Fig. 1: clock wires, drivers and flops
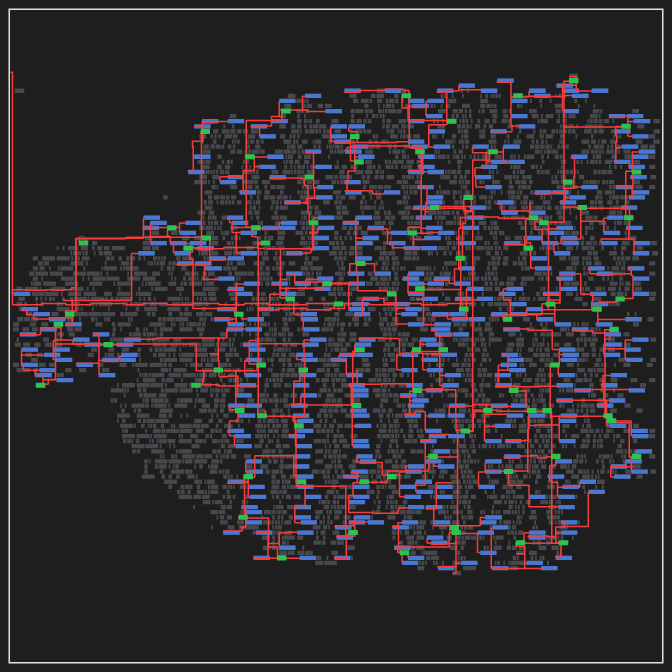
Fig. 2: sizing map
Scale bar: 100 µm.
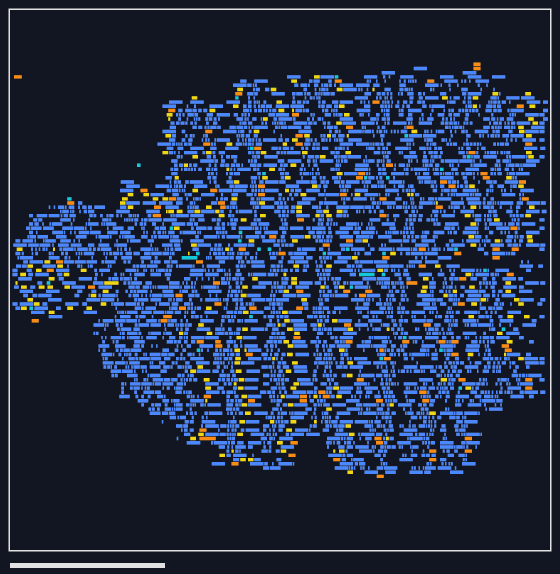
Design ddc_mix_cic_flat, sky130hd; sources not shown.
==> impl_summary.log <==
[report] implementation figures
[metrics] area occupied by registers: between 10000 and 15000 µm²
[metrics] number of hold buffers added after cts: 0
[metrics] clock sinks: 444
[metrics] number of register bits inferred by synthesis: ~440
[metrics] global placer's final weighted congestion: 0.852
[metrics] Max clock buf depth: 3
[metrics] setup slack of the most critical reg-to-reg path: 2690 ps
[metrics] cell count of the worst reg-to-reg path: 32
[metrics] final HPWL from detailed placement: 55200 µm
[metrics] Final Hold Fails: 0
[metrics] Post-synth area hogs: sky130_fd_sc_hd__dfrtp_1 (31%), sky130_fd_sc_hd__ha_1 (14%), sky130_fd_sc_hd__fa_1 (6.6%), sky130_fd_sc_hd__mux2_2 (6.2%), sky130_fd_sc_hd__xnor2_1 (4.7%)
[metrics] required time of the critical path: 10180 ps
[metrics] Netlist cell types: 79
[metrics] number of buffers added by the clock tree synthesis step: 84
[metrics] DR vias/cell: between 4 and 5
[metrics] total congestion overflow: 0
[metrics] I/O pin total: 60
[metrics] Seq share, synth: 30.7%
[metrics] synthesized area divided by synthesized cell count: about 9.2 µm²
[metrics] final routed wire length divided by cell count: roughly 13 µm
[metrics] largest stage delay on the critical path: ~510 ps
[metrics] buffers inserted by post-CTS timing repair: 0
[metrics] Worst Setup Slack post-DPL: 2700 ps
[metrics] final setup fails: 0
[metrics] Chip Height: between 300 and 400 µm
[metrics] via count of the first global-routing pass: 26200
[metrics] Clock Root Buffer: sky130_fd_sc_hd__clkbuf_8
[metrics] run status: complete, no violations
[metrics] most frequently placed logic cells in the final layout: sky130_fd_sc_hd__dfrtp_1 (441), sky130_fd_sc_hd__inv_1 (408), sky130_fd_sc_hd__ha_1 (407), sky130_fd_sc_hd__nand2_1 (323), sky130_fd_sc_hd__o21ai_0 (264)
[metrics] Post-Route Setup TNS: 0 ps
[metrics] most common cell after layout, fill and taps aside: sky130_fd_sc_hd__dfrtp_1
[metrics] fraction of registers with async set or reset after synthesis: 100%
[metrics] post-cts sizing count: 0
[metrics] antenna violation net count after detailed routing: 0
[metrics] warning total across the stage logs: 30
[metrics] clock transition at the registers of the reported paths: 60 ps
[metrics] data arrival time of the critical path: 7490 ps
Notes on Fig. 1 above:
legend:
  clock wires:
    color: red
    length: 7890 µm
  flip-flops:
    color: blue
    count: 444
  clock drivers:
    color: green
    count: 84
routed clock nets: 85
insertion delay at the late pin of the worst-skew pair: 690 ps

Notes on Fig. 2 above:
legend:
  _6 and larger:
    color: orange
    cells: 119
  _3 and _4 cells:
    color: cyan
    cells: 35
  _0 and _1 cells:
    color: blue
    cells: 3647
  _2 cells:
    color: yellow
    cells: 245
post-synthesis to final-layout area growth: 11.6%
total of plain and repair buffers excluding clock buffers: 70
Worst Slack Setup Final: 2690 ps
fin area: 40400 µm²

[worst max-delay path: cells and delay by family (launching register included)]
kind                       cells  cell delay (ps)
and+or+nand+nor               10             1650
adders and majority gates      4             1310
buffers and inverters          1               60
AOI/OAI and AO/OA             14             2800
xor gates and xnor gates       2              350
muxes                          1              250
DFF                            1              360
[cell families (layout without fill, tap and decap cells)]
kind of cell    after synthesis  in the layout  synth area share [%]
buf+inv                     507            631                  5.27
compound gates              998            998                  17.5
mux                         205            205                  6.36
other cells                   0              2                     0
simple gates                975            975                  13.0
xor+xnor                    267            267                  6.51
flops                       444            444                  30.7
fa+ha+maj                   526            526                  20.7
[area by class of cell]
| type | count | area share (%) |
|---|---|---|
| multi-input combinational | 2971 | 57.4 |
| sequential | 444 | 27.5 |
| tap | 1612 | 5.00 |
| clock buffer | 131 | 4.16 |
| inverter | 410 | 3.81 |
| timing repair buffer | 70 | 1.70 |
| clock inverter | 20 | 0.428 |
| antenna | 2 | 0.0124 |
[cells in the mapped netlist (all sizes together), types with 47 or more instances]
library cell,number
o21a,47
inv,410
xor2,73
a21oi,250
nor2,194
and2,94
mux2,199
nand3,70
a21o,124
xnor2,193
fa,119
o21ai,279
nand2,323
dfrtp,444
nor3,69
clkbuf,83
ha,407
[routing by layer]
| layer | global-route usage (%) | wire length, µm | share of wire (%) |
|---|---|---|---|
| met4 | 3.32 | 1530 | 2.1 |
| met5 | 0 | 0 | 0 |
| met1 | 17.8 | 38600 | 52 |
| met2 | 18.9 | 31200 | 42 |
| met3 | 2.00 | 2660 | 3.6 |
[metrics by stage]
step | hold slack, ps | std cells
global route | 392 | 5659
detailed placement | 364 | 5507
finish | 377 | 5660
global placement | 360 | 5507
floorplan | 252 | 3922
CTS | 376 | 5658
